[config.mk]
export PLATFORM = sky130hd
export DESIGN_NAME = regfile_wb_arbiter
export DESIGN_NICKNAME = d
export VERILOG_FILES = /design/src/rtl/regfile_wb_arbiter.sv
export SDC_FILE = /design/constraint.sdc
export NUM_CORES = 1
export LEC_CHECK = 0
export ABC_AREA = 1
export CAP_MARGIN = 20
export CORE_UTILIZATION = 51
export CTS_CLUSTER_SIZE = 12
export DETAILED_ROUTE_END_ITERATION = 10
export GPL_TIMING_DRIVEN = 0
export PLACE_DENSITY = 0.81
export SYNTH_ARGS = -nofsm -noshare
export SYNTH_HDL_FRONTEND = slang
export SYNTH_SLANG_ARGS = --single-unit
[constraint.sdc]
create_clock -name clk -period 4.3 [get_ports clk]
set_input_delay 0.645 -clock clk [delete_from_list [all_inputs] [get_ports clk]]
set_output_delay 0.645 -clock clk [all_outputs]
set_load 0.005 [all_outputs]
[src/rtl/regfile_wb_arbiter.sv]
// Writeback arbiter: shares the register file write port between ALU and load results,
// using one holding register per source, round-robin with an age override, and a pending-write scoreboard.
module regfile_wb_arbiter #(
    parameter int N     = 32,
    parameter int R     = 32,
    parameter int ASIZE = $clog2(R)
) (
    input  logic             clk,
    input  logic             rst,
    input  logic             alu_valid,
    output logic             alu_ready,
    input  logic [ASIZE-1:0] alu_id,
    input  logic [N-1:0]     alu_data,
    input  logic             mem_valid,
    output logic             mem_ready,
    input  logic [ASIZE-1:0] mem_id,
    input  logic [N-1:0]     mem_data,
    output logic             wr,
    output logic [ASIZE-1:0] reg_id_w,
    output logic [N-1:0]     data_in,
    input  logic [ASIZE-1:0] q_id1,
    input  logic [ASIZE-1:0] q_id2,
    output logic             q_hit1,
    output logic             q_hit2
);
    logic             held_alu_q, held_alu_d;
    logic [ASIZE-1:0] alu_id_q, alu_id_d;
    logic [N-1:0]     alu_data_q, alu_data_d;
    logic             held_mem_q, held_mem_d;
    logic [ASIZE-1:0] mem_id_q, mem_id_d;
    logic [N-1:0]     mem_data_q, mem_data_d;
    // Set when the held ALU entry was captured strictly before the held load entry.
    logic             alu_older_q, alu_older_d;
    logic             rr_alu_q, rr_alu_d;
    logic             wr_q, wr_d;
    logic [ASIZE-1:0] reg_id_w_q, reg_id_w_d;
    logic [N-1:0]     data_in_q, data_in_d;
    logic             grant_alu_s, grant_mem_s, cap_alu_s, cap_mem_s;

    // Grant selection over the held entries.
    always_comb begin
        grant_alu_s = 1'b0;
        grant_mem_s = 1'b0;
        if (held_alu_q && held_mem_q) begin
            if (alu_id_q == mem_id_q) begin
                grant_alu_s = alu_older_q;
            end else begin
                grant_alu_s = rr_alu_q;
            end
            grant_mem_s = ~grant_alu_s;
        end else begin
            grant_alu_s = held_alu_q;
            grant_mem_s = held_mem_q;
        end
    end

    assign alu_ready = ~held_alu_q | grant_alu_s;
    assign mem_ready = ~held_mem_q | grant_mem_s;
    // Writes to register 0 are accepted but dropped here, so they never occupy a slot.
    assign cap_alu_s = alu_valid & alu_ready & (alu_id != {ASIZE{1'b0}});
    assign cap_mem_s = mem_valid & mem_ready & (mem_id != {ASIZE{1'b0}});

    // Next-state for holding registers, age flag, pointer and write port.
    always_comb begin
        held_alu_d  = held_alu_q;
        alu_id_d    = alu_id_q;
        alu_data_d  = alu_data_q;
        held_mem_d  = held_mem_q;
        mem_id_d    = mem_id_q;
        mem_data_d  = mem_data_q;
        alu_older_d = alu_older_q;
        rr_alu_d    = rr_alu_q;
        wr_d        = 1'b0;
        reg_id_w_d  = reg_id_w_q;
        data_in_d   = data_in_q;
        if (cap_alu_s) begin
            held_alu_d = 1'b1;
            alu_id_d   = alu_id;
            alu_data_d = alu_data;
        end else if (grant_alu_s) begin
            held_alu_d = 1'b0;
        end else begin
            held_alu_d = held_alu_q;
        end
        if (cap_mem_s) begin
            held_mem_d = 1'b1;
            mem_id_d   = mem_id;
            mem_data_d = mem_data;
        end else if (grant_mem_s) begin
            held_mem_d = 1'b0;
        end else begin
            held_mem_d = held_mem_q;
        end
        // A same-edge capture leaves the load as the older one.
        if (cap_alu_s) begin
            alu_older_d = 1'b0;
        end else if (cap_mem_s) begin
            alu_older_d = 1'b1;
        end else begin
            alu_older_d = alu_older_q;
        end
        if (grant_alu_s || grant_mem_s) begin
            wr_d       = 1'b1;
            rr_alu_d   = grant_mem_s;
            reg_id_w_d = grant_alu_s ? alu_id_q : mem_id_q;
            data_in_d  = grant_alu_s ? alu_data_q : mem_data_q;
        end else begin
            wr_d       = 1'b0;
        end
    end

    // State registers with asynchronous reset.
    always_ff @(posedge clk or posedge rst) begin
        if (rst) begin
            held_alu_q  <= 1'b0;
            alu_id_q    <= {ASIZE{1'b0}};
            alu_data_q  <= {N{1'b0}};
            held_mem_q  <= 1'b0;
            mem_id_q    <= {ASIZE{1'b0}};
            mem_data_q  <= {N{1'b0}};
            alu_older_q <= 1'b0;
            rr_alu_q    <= 1'b1;
            wr_q        <= 1'b0;
            reg_id_w_q  <= {ASIZE{1'b0}};
            data_in_q   <= {N{1'b0}};
        end else begin
            held_alu_q  <= held_alu_d;
            alu_id_q    <= alu_id_d;
            alu_data_q  <= alu_data_d;
            held_mem_q  <= held_mem_d;
            mem_id_q    <= mem_id_d;
            mem_data_q  <= mem_data_d;
            alu_older_q <= alu_older_d;
            rr_alu_q    <= rr_alu_d;
            wr_q        <= wr_d;
            reg_id_w_q  <= reg_id_w_d;
            data_in_q   <= data_in_d;
        end
    end

    assign wr       = wr_q;
    assign reg_id_w = reg_id_w_q;
    assign data_in  = data_in_q;

    // The in-flight write still counts as pending: the register file commits it next edge.
    assign q_hit1 = (q_id1 != {ASIZE{1'b0}}) &
                    ((held_alu_q & (alu_id_q == q_id1)) |
                     (held_mem_q & (mem_id_q == q_id1)) |
                     (wr_q & (reg_id_w_q == q_id1)));
    assign q_hit2 = (q_id2 != {ASIZE{1'b0}}) &
                    ((held_alu_q & (alu_id_q == q_id2)) |
                     (held_mem_q & (mem_id_q == q_id2)) |
                     (wr_q & (reg_id_w_q == q_id2)));
endmodule

==> run_1/ff_map.png <==
Other sequential cells in the stronger gray, the rest of the logic in the fainter gray.
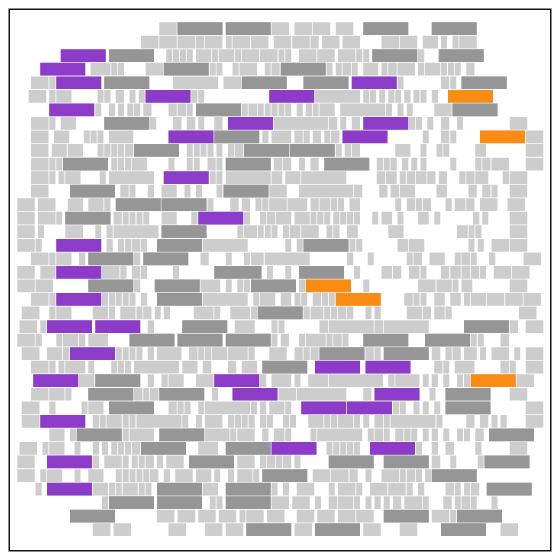
| color | netlist name | sequential cells |
|---|---|---|
| purple | `mem_data_q` | 32 |
| orange | `reg_id_w` | 5 |
not colored: 79
post-layout util: 72.2%
Seq/total area: 36.8%

==> run_1/m2.png <==
Cells faint in the background.
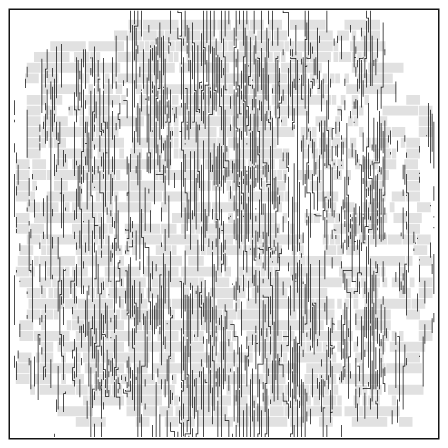
share of all routed wire: 50%
wire length on this layer: 7710 um
longest straight run: 48.4 um
final wirelength: 15400 um
Via Count: 5196

==> impl_metrics.csv, run 1 <==
group,metric,value,unit
run_status,outcome,"completed",
worst_setup_path,cp_data_arrival_time,2.47,ns
min_path,hold_depth,2,
worst_setup_path,worstSetupPathType,"input port to primary output",
placement,place_inst,988,
synth,top_area_cell,"dfrtp_1",
synth,ys.flop_type,"dfrtp_1",
worst_setup_path,crit_chain,"clkdlybuf4s50_1, inv_1, a221oi_1, nand3_1, nand3_1, o21ai_0, inv_1, clkdlybuf4s50_1",
cells_and_area,comb_share,26.6,%
pwr,pwr.group.clock,1480,uW
clock_tree,path_clk_slew,0.05,ns
synth,ys_cells,718,
synth,aoi_share,12.2,%
timing,slew_violations,0,
cells_and_area,lay_top_count,"nand2_1",
placement,routabilityCongestion,0.912,
clock_tree,cts_tree,"yes",
timing,hold_ws,0.480,ns
clock_tree,numCtsBuffers,17,
clock_tree,clk_latency,0.41,ns
floorplanning,coreArea,10900,um^2
cells_and_area,stdcell_area,7900,um^2
synth,top_cell_area_share,49.8,%
cells_and_area,nNetsFinal,955,
pwr,comb_power,1990,uW
worst_setup_path,slowest_delay,0.59,ns
synth,ys_types,26,
synth,yosysSeqAreaShare,50.2,%
synth,ys_top_cells_by_count,"nand2_1, inv_1, dfrtp_1",
cells_and_area,diodes,0,
routing,wl_per_cell,15.1,um
timing,rsz0062_at_grt,"no",
min_path,hold_class,"flop to flop",
clock_tree,cts.hold.buffers_added,0,
cells_and_area,ff_latch_area,2900,um^2
worst_setup_path,crit_slowest_cell,"clkdlybuf4s50_1",
timing,setup_viol,0,
floorplanning,die_h,108,um
pwr,power_switching,1860,uW
routing,met3_length,956,um
timing,period_needed,3.11,ns
cells_and_area,layout-drive-gt1-share,13.1,%
worst_setup_path,required,3.65,ns
pwr,p_comb_share,37.7,%
clock_tree,clock_path_buffers,2,
floorplanning,n_tap_cell,140,
==> run_1/congestion_map.png <==
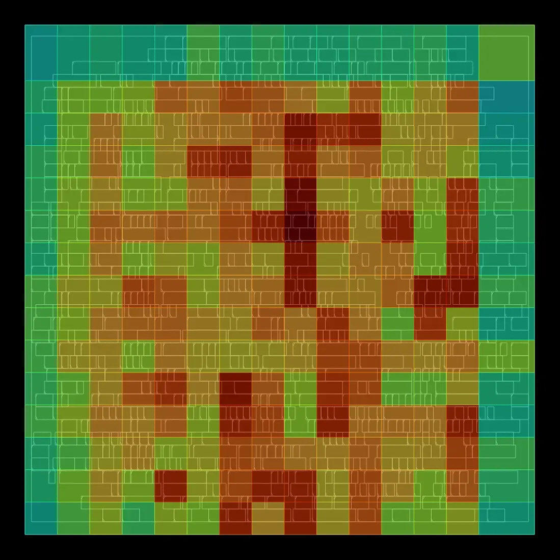
M3 GR Usage: 6.03%
GR peak layer: met2
met2 global-route usage: 48.2%

==> run_1/m3.png <==
Scale bar: 20 um.
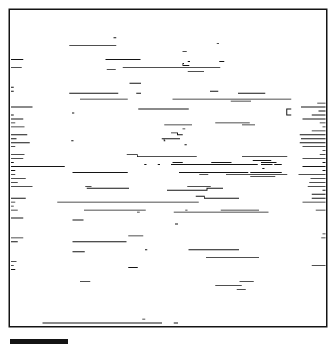
main direction: horizontal
nets with wire on the layer: 107
share of all routed wire: 6.2%
wire length on this layer: 956 um
longest straight run: 48.3 um

==> run_1/gates.png <==
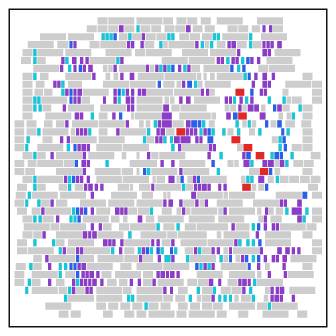

==> run 2: changes to the inputs <==
Clock period 4.3 ns to 3 ns, I/O delays scaled along.
==> run_2/gates.png <==
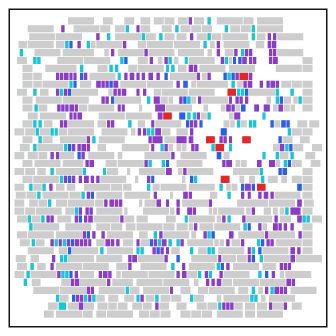
| color | family | cells | most used |
|---|---|---|---|
| cyan | inv cells | 138 | inv_1 |
| red | xor and xnor cells | 8 | xor2_1 |
| blue | nor cells | 56 | nor2_1 |
| purple | nand cells | 266 | nand2_1 |
Comb/total area: 26.4%
Top cell excl fill/tap: nand2_1
Finished Layout Cells: 1021

==> run_2/m3.png <==
Scale bar: 20 um.
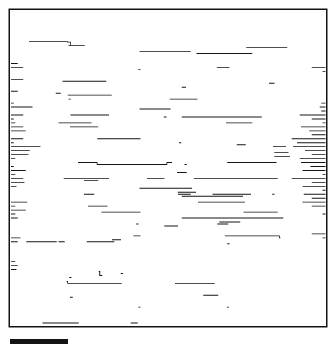
main direction: horizontal
nets with wire on the layer: 108
Via Count: 5186
M3 GR Usage: 6.63%

==> impl_metrics.csv, run 2 <==
group,metric,value,unit
run_status,outcome,"completed",
timing,rsz0062_at_grt,"no",
floorplanning,die_h,108,um
synth,ys_cells,718,
worst_setup_path,crit_slowest_cell,"clkdlybuf4s50_1",
global_route,busiest_layer,"met2",
floorplanning,n_tap_cell,140,
timing,slew_violations,0,
timing,hold_ws,0.480,ns
cells_and_area,ff_latch_area,2900,um^2
synth,ys_top_cells_by_count,"nand2_1, inv_1, dfrtp_1",
cells_and_area,nNetsFinal,956,
worst_setup_path,slowest_delay,0.58,ns
clock_tree,path_clk_slew,0.05,ns
clock_tree,cts_tree,"yes",
min_path,hold_class,"flop to flop",
clock_tree,clock_path_buffers,2,
synth,aoi_share,12.2,%
timing,setup_viol,0,
worst_setup_path,cp_data_arrival_time,2.28,ns
clock_tree,clk_latency,0.42,ns
clock_tree,numCtsBuffers,17,
worst_setup_path,required,2.55,ns
synth,top_area_cell,"dfrtp_1",
routing,wl_per_cell,15.3,um
synth,top_cell_area_share,49.8,%
pwr,pwr.group.clock,2250,uW
pwr,power_switching,2680,uW
worst_setup_path,crit_chain,"clkdlybuf4s50_1, inv_1, a221oi_1, nand3_1, nand3_1, o21ai_0, inv_1, clkdlybuf4s50_1",
pwr,p_comb_share,37.0,%
synth,yosysSeqAreaShare,50.2,%
global_route,met2_usage,48.1,%
floorplanning,coreArea,10900,um^2
clock_tree,cts.hold.buffers_added,0,
routing,routed_wl,15700,um
cells_and_area,layout-drive-gt1-share,13.2,%
routing,met3_length,866,um
pwr,comb_power,2850,uW
cells_and_area,stdcell_area,7960,um^2
worst_setup_path,worstSetupPathType,"input port to primary output",
cells_and_area,seq_share,36.5,%
placement,routabilityCongestion,0.930,
==> run_2/congestion_map.png <==
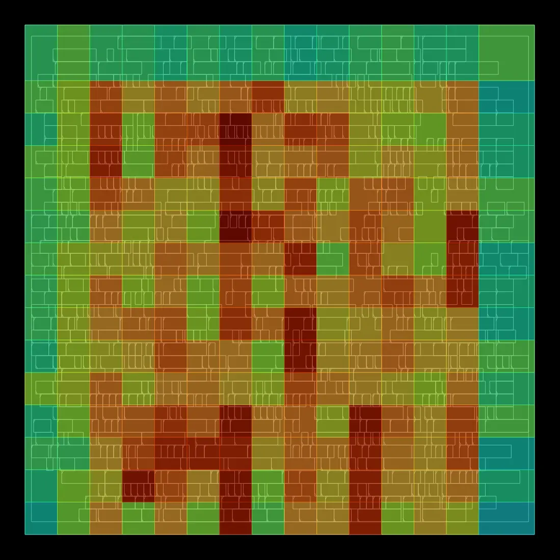

==> run 3: changes to the inputs <==
Settings changed: CORE_UTILIZATION 51 to 55, PLACE_DENSITY 0.81 to 0.86.
Clock period 3 ns to 3.52 ns, I/O delays scaled along.
==> run_3/congestion_map.png <==
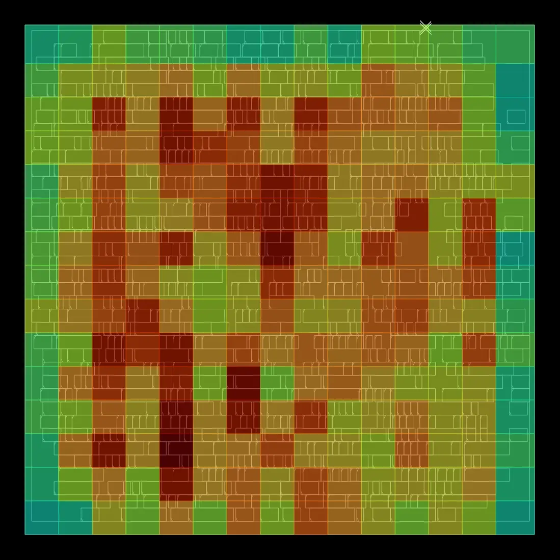
met2 global-route usage: 54.4%
post-layout util: 76.3%

==> run_3/m2.png <==
Cells faint in the background.
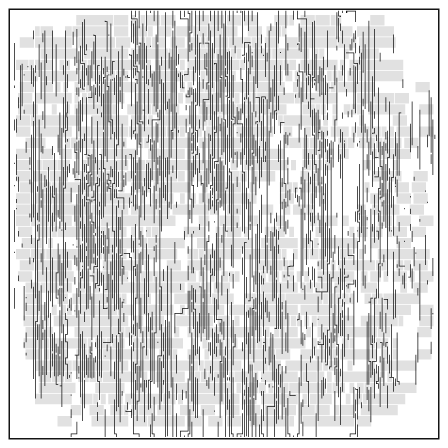
nets with wire on the layer: 775
main direction: vertical
share of all routed wire: 51%
longest straight run: 54.1 um
final wirelength: 16400 um
Via Count: 5324

==> impl_metrics.csv, run 3 <==
group,metric,value,unit
pwr,power_switching,2430,uW
timing,setup_viol,0,
clock_tree,path_clk_slew,0.07,ns
routing,drc_errors,5,
worst_setup_path,crit_slowest_cell,"clkdlybuf4s50_1",
cells_and_area,layout-drive-gt1-share,13.3,%
cells_and_area,comb_share,26.7,%
clock_tree,clock_path_buffers,2,
synth,ys_cells,718,
synth,top_area_cell,"dfrtp_1",
pwr,comb_power,2480,uW
routing,wl_per_cell,16.2,um
worst_setup_path,crit_chain,"clkdlybuf4s50_1, inv_1, a221oi_1, nand3_1, nand3_1, o21ai_0, inv_1, clkdlybuf4s50_1",
floorplanning,coreArea,10300,um^2
cells_and_area,lay_top_count,"nand2_1",
min_path,hold_class,"input port to asynchronous set/reset pin",
clock_tree,cts.hold.buffers_added,0,
cells_and_area,seq_share,37.0,%
timing,slew_violations,0,
run_status,violations,"design-rule violations",
run_status,outcome,"finished with violations",
worst_setup_path,slowest_delay,0.57,ns
Power figures rest on the tool's default switching activity, not on a simulated workload.
